[config.mk]
export PLATFORM = sky130hd
export DESIGN_NAME = lsu_rmw
export DESIGN_NICKNAME = d
export VERILOG_FILES = /design/src/rtl/lsu_pkg.sv /design/src/rtl/lsu_lane.sv /design/src/rtl/lsu_rmw.sv
export SDC_FILE = /design/constraint.sdc
export NUM_CORES = 1
export LEC_CHECK = 0
export ABC_AREA = 1
export CAP_MARGIN = 20
export CORE_MARGIN = 2
export CORE_UTILIZATION = 25
export DETAILED_ROUTE_END_ITERATION = 16
export PLACE_DENSITY_LB_ADDON = 0.25
export SYNTH_ARGS = -nofsm -noshare
export SYNTH_HDL_FRONTEND = slang
export SYNTH_HIERARCHICAL = 1
export SYNTH_SLANG_ARGS = --single-unit
[constraint.sdc]
create_clock -name clk -period 2.05 [get_ports clk]
set_input_delay 0.41 -clock clk [delete_from_list [all_inputs] [get_ports clk]]
set_output_delay 0.41 -clock clk [all_outputs]
set_load 0.05 [all_outputs]
[src/rtl/lsu_pkg.sv]
`default_nettype none
// ============================================================================
//  Module      : lsu_pkg
//  Description : Shared types and helpers for the lsu_rmw load/store unit:
//                FSM state encoding, RISC-V load/store width codes, and
//                width-classification helpers.
//  Revision    : 1.0 - initial release
// ============================================================================
package lsu_pkg;

    typedef enum logic [1:0] {
        S_IDLE  = 2'd0,
        S_READ  = 2'd1,
        S_MERGE = 2'd2,
        S_WRITE = 2'd3
    } lsu_state_e;

    localparam logic [2:0] F3_B  = 3'b000;
    localparam logic [2:0] F3_H  = 3'b001;
    localparam logic [2:0] F3_W  = 3'b010;
    localparam logic [2:0] F3_BU = 3'b100;
    localparam logic [2:0] F3_HU = 3'b101;

    // Byte/halfword codes need a read-modify-write on store. Anything else,
    // including the undefined codes, behaves as a whole-word access.
    function automatic logic is_subword(input logic [2:0] f3);
        return (f3 == F3_B) || (f3 == F3_H) || (f3 == F3_BU) || (f3 == F3_HU);
    endfunction

    // Misaligned halfword, misaligned word, or an undefined width code.
    function automatic logic req_illegal(input logic [2:0] f3, input logic [1:0] lo);
        logic r;
        case (f3)
            F3_B, F3_BU: r = 1'b0;
            F3_H, F3_HU: r = lo[0];
            F3_W:        r = (lo != 2'b00);
            default:     r = 1'b1;
        endcase
        return r;
    endfunction

endpackage : lsu_pkg
`default_nettype wire

[src/rtl/lsu_lane.sv]
`default_nettype none
// ============================================================================
//  Module      : lsu_lane
//  Description : Combinational lane logic. Extracts and sign/zero-extends
//                the addressed byte/halfword of a memory word for loads, and
//                merges store data into the addressed lanes for sub-word
//                stores. Halfword lane selection uses addr[1] only.
//  Ports       : word_i      - word read from memory
//                addr_lo_i   - byte offset within the word
//                funct3_i    - width code
//                wdata_i     - right-aligned store data (low half is all that
//                              a sub-word merge can use)
//                load_o      - extended load result
//                merge_o     - word with store lanes replaced
//  Revision    : 1.0 - initial release
// ============================================================================
module lsu_lane
    import lsu_pkg::*;
(
    input  logic [31:0] word_i,
    input  logic [1:0]  addr_lo_i,
    input  logic [2:0]  funct3_i,
    input  logic [15:0] wdata_i,
    output logic [31:0] load_o,
    output logic [31:0] merge_o
);

    logic [7:0]  w_byte;
    logic [15:0] w_half;

    always_comb begin
        w_byte = word_i[7:0];
        case (addr_lo_i)
            2'd0: w_byte = word_i[7:0];
            2'd1: w_byte = word_i[15:8];
            2'd2: w_byte = word_i[23:16];
            2'd3: w_byte = word_i[31:24];
            default: w_byte = word_i[7:0];
        endcase
        w_half = addr_lo_i[1] ? word_i[31:16] : word_i[15:0];
    end

    always_comb begin
        load_o = word_i;
        case (funct3_i)
            F3_B:    load_o = {{24{w_byte[7]}}, w_byte};
            F3_BU:   load_o = {24'd0, w_byte};
            F3_H:    load_o = {{16{w_half[15]}}, w_half};
            F3_HU:   load_o = {16'd0, w_half};
            default: load_o = word_i;
        endcase
    end

    always_comb begin
        merge_o = word_i;
        case (funct3_i)
            F3_B, F3_BU: begin
                case (addr_lo_i)
                    2'd0: merge_o[7:0]   = wdata_i[7:0];
                    2'd1: merge_o[15:8]  = wdata_i[7:0];
                    2'd2: merge_o[23:16] = wdata_i[7:0];
                    2'd3: merge_o[31:24] = wdata_i[7:0];
                    default: merge_o = word_i;
                endcase
            end
            F3_H, F3_HU: begin
                if (addr_lo_i[1]) merge_o[31:16] = wdata_i;
                else              merge_o[15:0]  = wdata_i;
            end
            default: merge_o = word_i;
        endcase
    end

endmodule : lsu_lane
`default_nettype wire

[src/rtl/lsu_rmw.sv]
`default_nettype none
// ============================================================================
//  Module      : lsu_rmw
//  Description : Load/store unit in front of a 32-word, word-only,
//                single-port data memory with a one-cycle registered read.
//                Sub-word stores become read-modify-write sequences; loads
//                are lane-extracted and extended.
//  Ports       : clk/rst         - clock, synchronous active-high reset
//                req_*           - execute-stage request (accepted in IDLE)
//                rsp_*           - completion pulse, load data, error flag
//                mem_*           - word-wide memory port
//  Options     : LSU_MISALIGN_CHECK_EN - when defined, misaligned or
//                undefined-width requests complete in one cycle with
//                rsp_err=1 and no memory access. When undefined, rsp_err is
//                tied low and offending low address bits are truncated.
//  Revision    : 1.0 - initial release
// ============================================================================
module lsu_rmw
    import lsu_pkg::*;
#(
    parameter int ADDR_W = 7
) (
    input  logic              clk,
    input  logic              rst,
    input  logic              req_valid,
    output logic              req_ready,
    input  logic              req_we,
    input  logic [2:0]        req_funct3,
    input  logic [31:0]       req_addr,
    input  logic [31:0]       req_wdata,
    output logic              rsp_valid,
    output logic [31:0]       rsp_rdata,
    output logic              rsp_err,
    output logic [ADDR_W-1:0] mem_addr,
    output logic [31:0]       mem_wdata,
    output logic              mem_rw,
    input  logic [31:0]       mem_rdata
);

    lsu_state_e        state_q;
    logic              we_q;
    logic [2:0]        funct3_q;
    logic [1:0]        addr_lo_q;
    logic [15:0]       wdata_q;
    logic [31:0]       wbuf_q;
    logic [ADDR_W-1:0] mem_addr_q;
    logic              rsp_valid_q;
    logic [31:0]       rsp_rdata_q;

    logic [31:0] lane_load_d;
    logic [31:0] lane_merge_d;
    logic        bad_d;
    logic        accept_d;

    // Upper address bits only select aliases of the 128-byte space.
    logic unused_addr_hi;
    assign unused_addr_hi = ^req_addr[31:ADDR_W];

    assign accept_d = req_valid && (state_q == S_IDLE);

`ifdef LSU_MISALIGN_CHECK_EN
    logic rsp_err_q;
    assign bad_d   = req_illegal(req_funct3, req_addr[1:0]);
    assign rsp_err = rsp_err_q;
`else
    assign bad_d   = 1'b0;
    assign rsp_err = 1'b0;
`endif

    lsu_lane u_lane (
        .word_i    (mem_rdata),
        .addr_lo_i (addr_lo_q),
        .funct3_i  (funct3_q),
        .wdata_i   (wdata_q),
        .load_o    (lane_load_d),
        .merge_o   (lane_merge_d)
    );

    always_ff @(posedge clk) begin
        if (rst) begin
            state_q     <= S_IDLE;
            we_q        <= 1'b0;
            funct3_q    <= F3_W;
            addr_lo_q   <= 2'b00;
            wdata_q     <= 16'd0;
            wbuf_q      <= 32'd0;
            mem_addr_q  <= '0;
            rsp_valid_q <= 1'b0;
            rsp_rdata_q <= 32'd0;
`ifdef LSU_MISALIGN_CHECK_EN
            rsp_err_q   <= 1'b0;
`endif
        end else begin
            rsp_valid_q <= 1'b0;
            case (state_q)
                S_IDLE: begin
                    if (accept_d) begin
                        we_q      <= req_we;
                        funct3_q  <= req_funct3;
                        addr_lo_q <= req_addr[1:0];
                        wdata_q   <= req_wdata[15:0];
                        if (bad_d) begin
                            // Rejected without touching memory; rsp_rdata holds.
                            rsp_valid_q <= 1'b1;
`ifdef LSU_MISALIGN_CHECK_EN
                            rsp_err_q   <= 1'b1;
`endif
                        end else begin
`ifdef LSU_MISALIGN_CHECK_EN
                            rsp_err_q  <= 1'b0;
`endif
                            // Address is presented from the accept edge so the
                            // memory sees it during READ/WRITE.
                            mem_addr_q <= {req_addr[ADDR_W-1:2], 2'b00};
                            if (req_we && !is_subword(req_funct3)) begin
                                wbuf_q  <= req_wdata;
                                state_q <= S_WRITE;
                            end else begin
                                state_q <= S_READ;
                            end
                        end
                    end
                end
                S_READ: begin
                    state_q <= S_MERGE;
                end
                S_MERGE: begin
                    if (!we_q) begin
                        rsp_rdata_q <= lane_load_d;
                        rsp_valid_q <= 1'b1;
                        state_q     <= S_IDLE;
                    end else begin
                        wbuf_q  <= lane_merge_d;
                        state_q <= S_WRITE;
                    end
                end
                S_WRITE: begin
                    rsp_valid_q <= 1'b1;
                    state_q     <= S_IDLE;
                end
                default: begin
                    state_q <= S_IDLE;
                end
            endcase
        end
    end

    assign req_ready = (state_q == S_IDLE);
    assign rsp_valid = rsp_valid_q;
    assign rsp_rdata = rsp_rdata_q;
    assign mem_addr  = mem_addr_q;
    assign mem_wdata = wbuf_q;
    // Reset gates the write strobe immediately so an interrupted store never
    // commits on the edge that applies the reset.
    assign mem_rw    = (state_q == S_WRITE) && !rst;

endmodule : lsu_rmw
`default_nettype wire

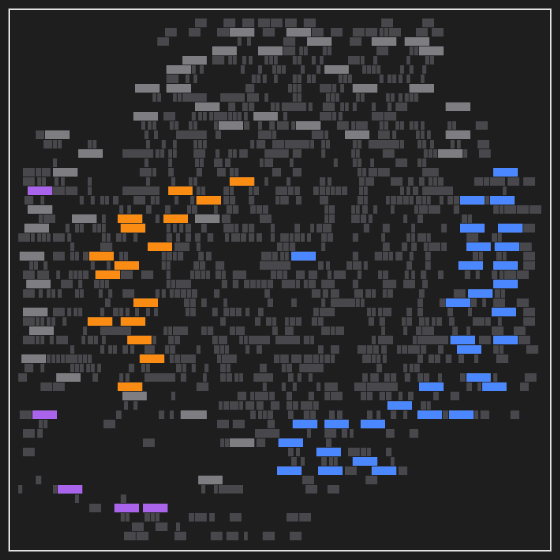
*Where the registers sit, run 1*
Other sequential cells in the stronger gray, the rest of the logic in the fainter gray.
`mem_addr` -> purple  # placed flops 5
`wdata_q` -> orange  # placed flops 16, where left middle
`rsp_rdata` -> blue  # placed flops 32
not colored = 41
Reg area: 1880 µm²
sequential share of cell area: 23.6%
fin util: 34.3%
Seq power: 0.00213 W

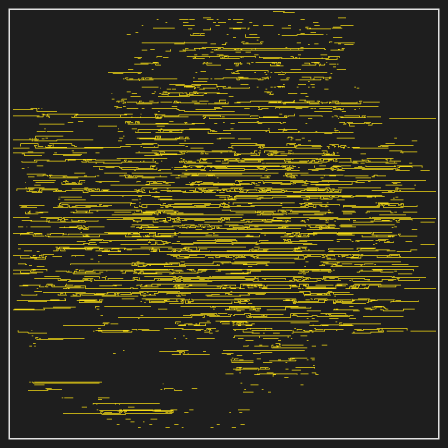
*M1 wires, run 1*
share of all routed wire = 46%
wire length on this layer = 10200 µm
longest straight run = 58.4 µm
main direction = horizontal
nets with wire on the layer = 1050
Post-Route WL: 22.0 mm
vias: 6377
GR Util met1: 24.6%

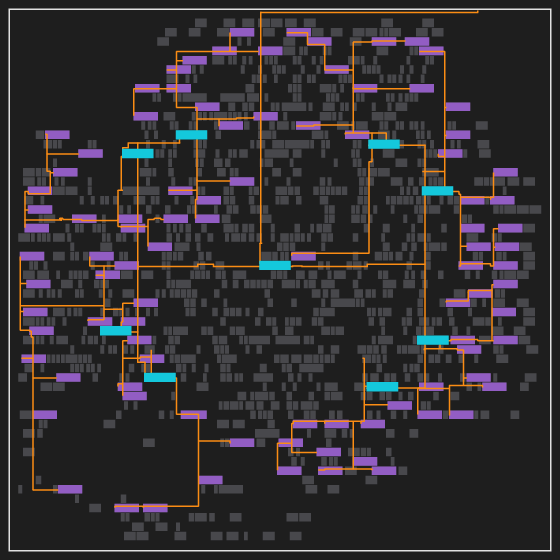
*Clock distribution, run 1*
flip-flops -> purple  # count 94
clock wires -> orange  # length 1530 µm
cells driving clock nets -> cyan  # count 9
routed clock nets = 10
Clk. pwr: 0.00175 W
Latency at later pin: 360 ps
Worst Skew: 12.2 ps
clock network fraction of design power: 28.9%

==> reports/qor.yml, run 1 <==
startpoint_type: "flip-flop"
fin_tns_setup_ps: 0
synth_area_um2: 5890
period_needed_ps: 1940
dp.cells: 1383
min_path_type: "reg -> reg"
ys_seq_share_pct: 32.0
hold_path_depth: 2
power_per_cell_area_nw_per_um2: 758
grtUsageTotal_pct: 18.1
fmax_mhz: 515
first_global_vias: 6044
final_nets: 1180
comb_power_share_pct: 36.0
cts_hold_buffers: 0
viasPerCell: 4.55
synthDistinctLibCells: 34
cp-end-kind: "output pin"
hold_viol: 0
r2r_start: "addr_lo_q[1]"
setup_violations: 0
ctsHtreeMaxLevel: 3
yosysTopAreaCell: "dfxtp_1"
drc: 0
clock_tree.root_cell: "clkbuf_16"
grt_start_max_net_pins: 48
die_x_um: 157
dp_hpwl_mm: 16.6
cts_tree: "yes"
status: "finished, final reports clean"
worstPathMaxFanout: 2
p_sw_w: 0.00232
top_cells_by_area: "dfxtp_1 32%, nand2_1 18%, nor2_1 8.5%"
cts_buffers: 9
worst_pin_slew_ps: 535
netlist_instances: 950
ant_nets: 0
ys_cells: 950
critPathBufInv: 1
timing.slew.headroom_pct: 64.2
r2r_cells: 11
io_buffers: 149
totalPowerFinal_w: 0.00605
ys.flop_type: "dfxtp_1"
worstPathCellList: "clkdlybuf4s50_1"
slowest_delay_ps: 830
r2r_end: "mem_wdata[21]"
cellInternalPower_w: 0.00373
drv_cap: 0
antenna_found_initial: 0
grt_pass1_wl_mm: 34.1
drt_iter0_drc: 439
required_ps: 1640
num-fill-cells: 2650
top_area_share_pct: 32.0
core_um2: 23300
yosys_area_um2: 5890
cts.sinks: 94
drive_above_1_share_pct: 9.52
syn_to_final_growth_pct: 35.7
## run 1: layout by cell type, fill, tap and decap left out, types with 7 or more instances in the layout
cell / synthesis / layout
nand2_1: 283 / 283
nor2_1: 134 / 134
clkdlybuf4s50_1: 0 / 133
dfxtp_1: 94 / 93
o21ai_0: 84 / 84
nand3_1: 80 / 80
a21oi_1: 77 / 77
inv_1: 63 / 61
buf_4: 9 / 39
o211ai_1: 16 / 16
clkbuf_16: 0 / 9
buf_12: 0 / 8
o211ai_2: 7 / 7
## run 1: how the worst max path moves through the flow
stage	slack [ps]	startpoint	to	cells past startpoint
floorplan	150	state_q[1]	mem_addr[6]	6
global placement	40	mem_rdata[12]	rsp_rdata[4]	10
detailed placement	80	mem_rdata[12]	rsp_rdata[4]	10
CTS	10	rsp_rdata[31]	rsp_rdata[31]	1
global route	9	addr_lo_q[1]	mem_wdata[28]	11
finish	110	mem_wdata[17]	mem_wdata[17]	1
## run 1: sequential cells by signal, summed over array words and instances, names as in the netlist
| register | cells |
|---|---|
| addr_lo_q | 2 |
| funct3_q | 3 |
| mem_addr | 5 |
| mem_wdata | 32 |
| rsp_rdata | 32 |
| rsp_valid | 1 |
| state_q | 2 |
| wdata_q | 16 |
| we_q | 1 |
## run 1: per-stage QoR
step / worst slack [ps] / instance area [µm²]
2_1_floorplan: 154 / 5900
3_3_place_gp: 38.2 / 7650
3_5_place_dp: 76.2 / 7650
4_1_cts: 11.1 / 7950
5_1_grt: 8.79 / 7990
6_report: 107 / 7990
## run 1: final cells by class
cell class / instances / area share, %
clock inverters: 5 / 0.736
multi-input cells: 719 / 41.5
flip-flops and latches: 94 / 23.6
clock buffers: 11 / 3.04
well taps: 319 / 5.00
inverters: 72 / 3.68
repair buffers: 181 / 22.5
## run 1: kinds of logic after synthesis
logic type / share of synthesized area [%]
AND/OR/NAND/NOR: 37.5
AND-OR/OR-AND: 18.5
buffers and inverters: 12.0
flip-flops: 32.0
other: 0.0637
## run 1: layer usage
layer	global-route usage [%]	share of wire (%)	up-vias
met3	4.46	7.2	25
met4	6.45	2.6	0
met2	27.7	44	206
li1	-	-	3306
met1	24.6	46	2840
met5	0	0	-
## run 1: power by group through the flow
stage | clock [W] | combinational (W) | sequential [W]
final | 0.00175 | 0.00218 | 0.00213
after global routing | 0.00189 | 0.00239 | 0.00215
after CTS | 0.00182 | 0.00217 | 0.00213
after detailed placement | 0 | 0.00217 | 0.00217
after global placement | 0 | 0.00216 | 0.00217
after floorplan | 0 | 0.00104 | 0.00255
## run 1: Yosys cell counts (3+ instances only)
master	n
inv_1	63
clkbuf_1	15
nand2_2	5
nor2_4	3
nor2_1	134
o211ai_1	16
nand3_1	80
o21ai_1	6
nor3_1	3
buf_6	10
o211ai_2	7
nand3_2	6
a21oi_1	77
buf_2	22
o21ai_0	84
inv_2	4
dfxtp_1	94
nand2_4	4
buf_4	9
nand2_1	283
buf_1	8
## run 1: repair_timing
item                                    4_1_cts  5_1_grt
hold endpoints to repair                      0        0
buffers inserted                              0        2
resized                                       0        2
endpoints found under the setup margin        0       10
### Track usage over the die, run 1

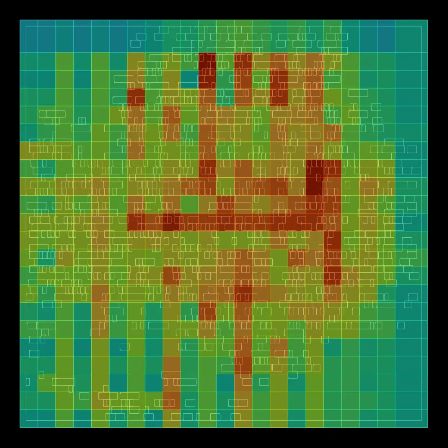

==> run 2, diff against run 1 <==
--- a/config.mk
+++ b/config.mk
@@ -9,6 +9,7 @@
 export CAP_MARGIN = 20
 export CORE_MARGIN = 2
 export CORE_UTILIZATION = 25
+export CTS_BUF_LIST = sky130_fd_sc_hd__clkbuf_2 sky130_fd_sc_hd__clkbuf_4 sky130_fd_sc_hd__clkbuf_8
 export DETAILED_ROUTE_END_ITERATION = 16
 export PLACE_DENSITY_LB_ADDON = 0.25
 export SYNTH_ARGS = -nofsm -noshare
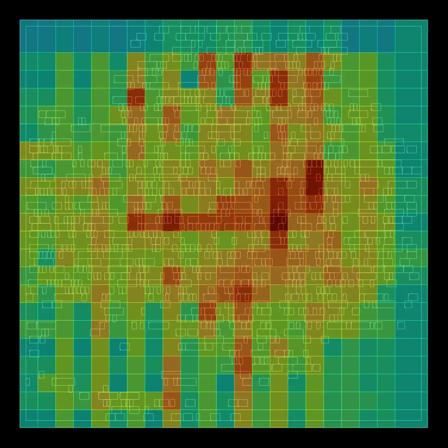
*Track usage over the die, run 2*
fin util: 33.9%
M2 GR Usage: 27.9%
Total Routing Usage GR: 17.9%

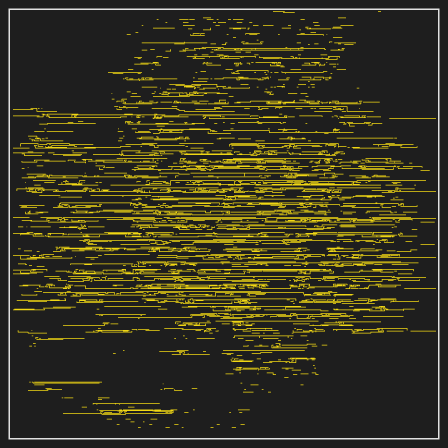
*M1 wires, run 2*
share of all routed wire = 47%
main direction = horizontal
nets with wire on the layer = 1047
wire length on this layer = 10300 µm
longest straight run = 54.7 µm
Post-Route WL: 22.0 mm
GR Util met1: 24.4%
vias: 6410

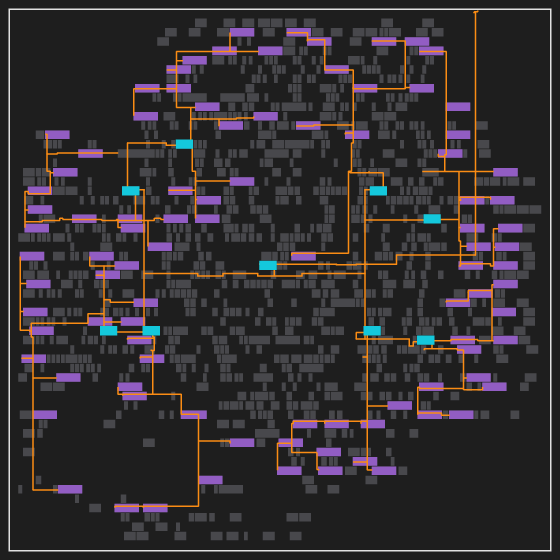
*Clock distribution, run 2*
clock wires -> orange  # length 1500 µm
flip-flops -> purple  # count 94
cells driving clock nets -> cyan  # count 9
routed clock nets = 10
Latency at later pin: 390 ps
Clk. pwr: 0.00132 W
Worst Skew: 15.3 ps
clock network fraction of design power: 23.5%

==> run 2 against run 1 <==
Synthesized area did not move; via count rose by 0.52%; worst hold slack improved by 2.2 ps; utilization fell by 0.44 points; register-to-register slack got worse by 20 ps; combinational power barely moved; fmax fell by 2.0%; largest power group unchanged.
==> reports/qor.yml, run 2 <==
first_global_vias: 6028
worstPathCellList: "clkdlybuf4s50_1"
clock_tree.root_cell: "clkbuf_8"
dieHeight_um: 157
required_ps: 1640
grt_start_max_net_pins: 48
hold_viol: 0
cts_tree: "yes"
fin_crit_sh_pct: 96.6
regToRegSetupSlack_ps: 190
top_area_share_pct: 32.0
crit_slowest_cell: "clkdlybuf4s50_1"
cts_buffer_depth: 2
ys.flop_type: "dfxtp_1"
cts.sinks: 94
gp_congestion: 0.893
ys_cells: 950
slowest_delay_ps: 830
cp.depth: 1
cp.arrival_ps: 1570
io_buffers: 149
viasPerCell: 4.58
comb_power_share_pct: 38.7
final_layout_top_logic_cell: "nand2_1"
n_antenna_cell: 0
p_sw_w: 0.00226
final_nets: 1180
ys_seq_share_pct: 32.0
yosys_area_um2: 5890
startpoint_type: "flip-flop"
synth_area_per_cell_um2: 6.20
period_needed_ps: 1980
synth_area_um2: 5890
drtPass1Iterations: 5
antenna_found_initial: 0
cts_buffers: 9
r2r_cells: 11
drv_cap: 0
busiest_layer: "met2"
worst_slack_ps: 68.7
wl_per_cell_um: 15.7
worst_pin_slew_ps: 535
top_cells_by_area: "dfxtp_1 32%, nand2_1 18%, nor2_1 8.5%"
syn_to_final_growth_pct: 34.0
drive_above_1_share_pct: 9.61
r2r_start: "addr_lo_q[1]"
die_x_um: 157
power_per_cell_area_nw_per_um2: 714
fmax_mhz: 505
netlist_instances: 950
cp-end-kind: "output pin"
maxSlewViolCount: 0
crit_family: "buffers and inverters"
place_ws_ps: 76.2
worstPathMaxFanout: 2
dp_hpwl_mm: 16.6
yosysTopAreaCell: "dfxtp_1"
fin_tns_setup_ps: 0
top_cell: "nand2_1"
ctsHtreeMaxLevel: 3
critPathBufInv: 1
ir_drop_mv: 0.407
common_cells: "283 x nand2_1, 134 x nor2_1, 94 x dfxtp_1"
setup_violations: 0
grt_overflow: 0
min_path_type: "reg -> reg"
timing.slew.headroom_pct: 64.2
drt_iter0_drc: 416
r2r_end: "mem_wdata[28]"
cellInternalPower_w: 0.00336
grt_use_met3_pct: 4.24
dp.cells: 1383
status: "finished, final reports clean"
core_um2: 23300
ant_nets: 0
drc: 0
synthDistinctLibCells: 34
crit_start: "mem_wdata[17]"
crit_type: "reg -> out"
grt_pass1_wl_mm: 34.0
most-common-layout-cells: "283 x nand2_1, 134 x nor2_1, 133 x clkdlybuf4s50_1, 93 x dfxtp_1, 84 x o21ai_0"
synth-edff-count: 0
fp_util_pct: 25.3
endpoint: "mem_wdata[17]"
[run 2: worst register-to-register path: stages, from the launching register on]
cell and delay, ps:
dfxtp_2 450, nand2_1 160, clkinvlp_4 260, a21oi_1 250, o21ai_0 110, o211ai_1 200
nand2_1 100, nand2_1 70, inv_1 30, nand2_1 50, nand2_1 40, nor2_1 80
[run 2: repair_timing]
| item | 4_1_cts | 5_1_grt |
|---|---|---|
| resized | 1 | 1 |
| endpoints found under the hold margin | 0 | 0 |
| setup buffers | 0 | 2 |
| setup endpoints to repair | 1 | 10 |
| pin swaps | 0 | 1 |
| hold buffers | 0 | 0 |
[run 2: through the flow]
step / utilization (%) / cell area (µm²) / hold WS (ps) / total power (W)
2_1_floorplan: - / 5900 / 437 / 0.00359
3_3_place_gp: 32.9 / 7650 / 454 / 0.00433
3_5_place_dp: 32.9 / 7650 / 455 / 0.00434
4_1_cts: 33.8 / 7850 / 470 / 0.00569
5_1_grt: 33.9 / 7890 / 482 / 0.00600
6_report: 33.9 / 7890 / 467 / 0.00563
[run 2: area by class of cell]
cell class                      instances  area (µm²)
Clock inverter                          5        58.8
Clock buffer                           11         145
Multi-Input combinational cell        719        3310
Inverter                               72         294
Sequential cell                        94        1880
Fill cell                            2654       15400
Tap cell                              319         399
Timing Repair Buffer                  181        1790
[run 2: layer usage]
metal,vias to the layer above,share of wire (%)
met5,-,0
met4,0,2.4
met3,21,6.7
met2,228,44
met1,2857,47
li1,3304,-
[run 2: kinds of logic (layout without fill, tap and decap cells)]
logic type | Yosys count | count (layout) | synth area share, %
AND/OR/NAND/NOR | 521 | 521 | 37.5
AND-OR/OR-AND | 195 | 195 | 18.5
buffers and inverters | 139 | 269 | 12.0
flip-flops | 94 | 94 | 32.0
other | 1 | 3 | 0.0637
[run 2: power groups by stage]
stage	Clock [W]	Sequential, W	Combinational, W
after CTS	0.00140	0.00213	0.00217
after global routing	0.00146	0.00215	0.00239
after detailed placement	0	0.00217	0.00217
after floorplan	0	0.00255	0.00104
after global placement	0	0.00217	0.00216
final	0.00132	0.00213	0.00218
[run 2: how the worst min path moves through the flow]
stage / startpoint / to / cells past startpoint
floorplan: funct3_q[1] / funct3_q[1] / 2
global placement: rsp_rdata[3] / rsp_rdata[3] / 2
detailed placement: rsp_rdata[2] / rsp_rdata[2] / 2
CTS: rsp_rdata[7] / rsp_rdata[7] / 2
global route: rsp_rdata[2] / rsp_rdata[2] / 2
finish: rsp_rdata[29] / rsp_rdata[29] / 2
### I/O nets highlighted, run 2

The bar under the picture is 50 µm long.
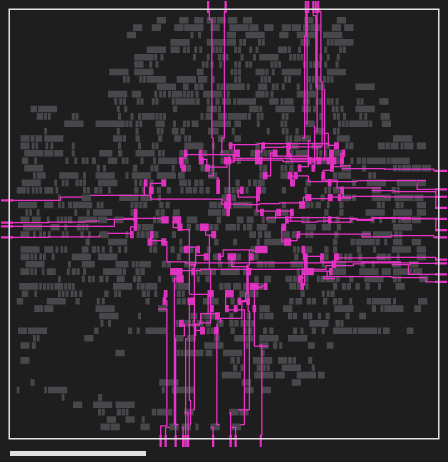

==> run 3, diff against run 2 <==
--- a/config.mk
+++ b/config.mk
@@ -11,7 +11,9 @@
 export CORE_UTILIZATION = 25
 export CTS_BUF_LIST = sky130_fd_sc_hd__clkbuf_2 sky130_fd_sc_hd__clkbuf_4 sky130_fd_sc_hd__clkbuf_8
 export DETAILED_ROUTE_END_ITERATION = 16
+export GPL_TIMING_DRIVEN = 0
 export PLACE_DENSITY_LB_ADDON = 0.25
+export SLEW_MARGIN = 20
 export SYNTH_ARGS = -nofsm -noshare
 export SYNTH_HDL_FRONTEND = slang
 export SYNTH_HIERARCHICAL = 1
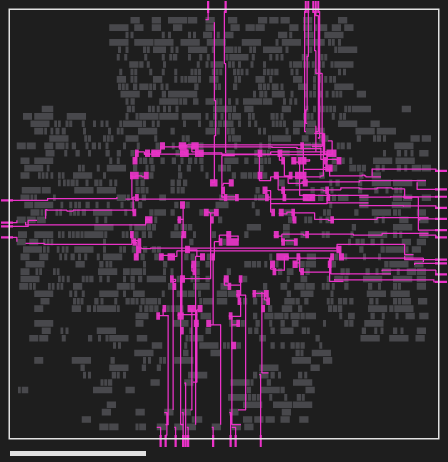
*I/O nets highlighted, run 3*
The bar under the picture is 50 µm long.
`mem_rdata` -> magenta  # direction input, edge 11 right, 10 bottom, 7 top, 4 left, end cells 117, wire 2670 µm
I/O Buffers: 148
Ports: 178

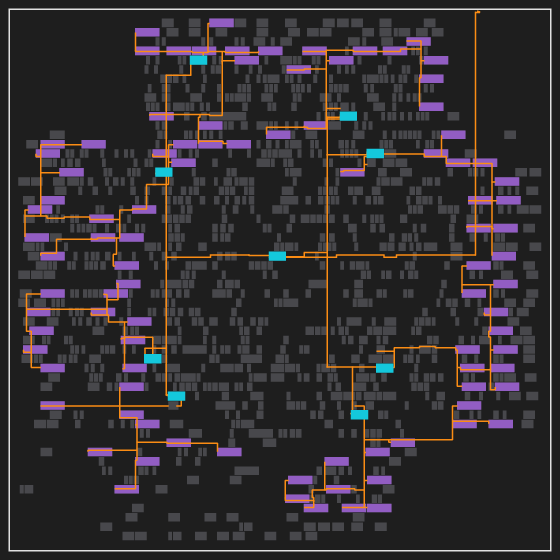
*Clock distribution, run 3*
flip-flops -> purple  # count 94
cells driving clock nets -> cyan  # count 9
clock wires -> orange  # length 1430 µm
routed clock nets = 10

==> run 3 against run 2 <==
Sequential power about the same; via count up 3.3%; highest routed layer unchanged; setup slack worse by 12 ps; worst hold slack worse by 43 ps; critical path type unchanged; total power up 1.2%; flip-flop count unchanged; largest cell class unchanged; non-clock buffer count up 35; synthesized area unchanged.
==> reports/qor.yml, run 3 <==
slowest_delay_ps: 810
grt_pass1_wl_mm: 36.3
drv_cap: 0
fin_util_pct: 34.4
hold-worst-slack_ps: 424
startpoint_type: "flip-flop"
netlist_instances: 950
period_needed_ps: 1990
status: "finished, final reports clean"
drtPass1Iterations: 5
final_nets: 1215
cp.arrival_ps: 1580
crit_type: "reg -> out"
top_cells_by_area: "dfxtp_1 32%, nand2_1 18%, nor2_1 8.5%"
grt_start_max_net_pins: 17
gp_congestion: 0.968
die_x_um: 157
synth-edff-count: 0
worstPathCellList: "clkdlybuf4s50_1"
clockPowerShare_pct: 22.9
p_sw_w: 0.00236
first_global_vias: 6166
cts_tree: "yes"
dieHeight_um: 157
cp-end-kind: "output pin"
top_cell: "nand2_1"
final_layout_top_logic_cell: "nand2_1"
syn_to_final_growth_pct: 36.1
critPathBufInv: 1
cts_buffers: 9
yosysTopAreaCell: "dfxtp_1"
drive_above_1_share_pct: 9.40
cellInternalPower_w: 0.00333
common_cells: "283 x nand2_1, 134 x nor2_1, 94 x dfxtp_1"
fmax_mhz: 502
wl_per_cell_um: 16.9
dp.cells: 1419
comb_power_share_pct: 39.9
min_path_type: "in -> reg"
routed_wl_mm: 24.2
clock_tree.root_cell: "clkbuf_8"
place_ws_ps: -94.0
clock_skew_ps: 15.2
core_um2: 23300
timing.slew.headroom_pct: 61.1
drt_iter0_drc: 497
ant_nets: 0
most-common-layout-cells: "283 x nand2_1, 145 x clkdlybuf4s50_1, 134 x nor2_1, 94 x dfxtp_1, 84 x o21ai_0"
crit_slowest_cell: "clkdlybuf4s50_1"
dp_hpwl_mm: 19.5
worst_pin_slew_ps: 584
vias: 6624
viasPerCell: 4.61
ir_drop_mv: 0.254
ys_seq_share_pct: 32.0
fin_tns_setup_ps: 0
fp_util_pct: 25.3
power_per_cell_area_nw_per_um2: 711
hold_viol: 0
worst_slack_ps: 56.7
synth_area_per_cell_um2: 6.20
ys.flop_type: "dfxtp_1"
clk_latency_ps: 410
grtUsageTotal_pct: 19.8
antenna_found_initial: 0
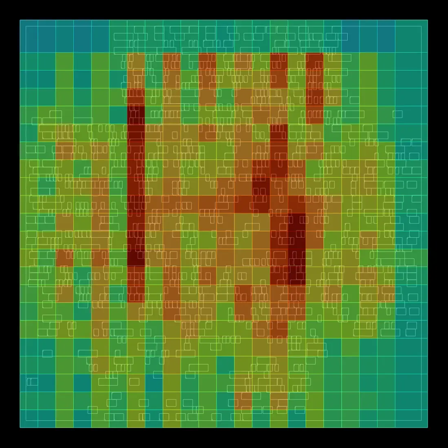
*Track usage over the die, run 3*
M2 GR Usage: 32.1%
GR Layer Usage met3: 2.81%

-- run 3: cell count changes in the layout (fill, tap and decap cells not counted), moves of 3 or more --
cell / previous run / this run
buf_1: 0 / 8
buf_12: 8 / 0
buf_2: 0 / 18
buf_4: 39 / 9
buf_6: 0 / 11
clkbuf_1: 0 / 13
clkbuf_2: 0 / 3
clkbuf_4: 1 / 6
clkdlybuf4s50_1: 133 / 145
-- run 3: cell families after synthesis --
| logic type | share of synthesized area, % |
|---|---|
| flops | 32.0 |
| other cells | 0.0637 |
| buf+inv | 12.0 |
| compound gates | 18.5 |
| simple gates | 37.5 |
-- run 3: final timing paths --
check | startpoint | to | slack (ps) | cells past startpoint
max | mem_addr[6] | mem_addr[6] | 60 | 1
min | rst | rsp_rdata[1] | 420 | 2
max reg2reg | funct3_q[1] | mem_wdata[22] | 110 | 14
min reg2reg | rsp_rdata[24] | rsp_rdata[24] | 470 | 2
-- run 3: metrics by stage --
step | area (µm²) | total power [W]
6_report | 8010 | 0.00569
2_1_floorplan | 5900 | 0.00359
5_1_grt | 8010 | 0.00603
3_3_place_gp | 7780 | 0.00441
4_1_cts | 7980 | 0.00573
3_5_place_dp | 7780 | 0.00441
-- run 3: layout make-up --
class / count / area, µm²
Buffer: 67 / 433
Clock buffer: 9 / 124
Clock inverter: 7 / 73.8
Fill cell: 2656 / 15300
Inverter: 72 / 295
Multi-Input combinational cell: 719 / 3320
Sequential cell: 94 / 1880
Tap cell: 319 / 399
Timing Repair Buffer: 149 / 1480
-- run 3: power by group through the flow --
stage | clock, W | sequential (W) | combinational (W)
2_1_floorplan | 0 | 0.00255 | 0.00104
3_3_place_gp | 0 | 0.00215 | 0.00225
3_5_place_dp | 0 | 0.00215 | 0.00225
4_1_cts | 0.00136 | 0.00211 | 0.00226
5_1_grt | 0.00142 | 0.00213 | 0.00248
6_report | 0.00130 | 0.00211 | 0.00227
-- run 3: what timing repair did --
item | in CTS | in global routing
endpoints found under the setup margin | 2 | 16
hold buffers | 0 | 0
pin swaps | 0 | 3
gates cloned | 0 | 0
gates resized | 4 | 20
setup buffers | 0 | 1
-- run 3: per-layer routing --
metal  track usage (%)  share of wire, %
met2              32.1                46
met3              2.81               5.2
met5                 0                 0
met1              27.0                47
met4              6.54               2.4
Power figures rest on the tool's default switching activity, not on a simulated workload.
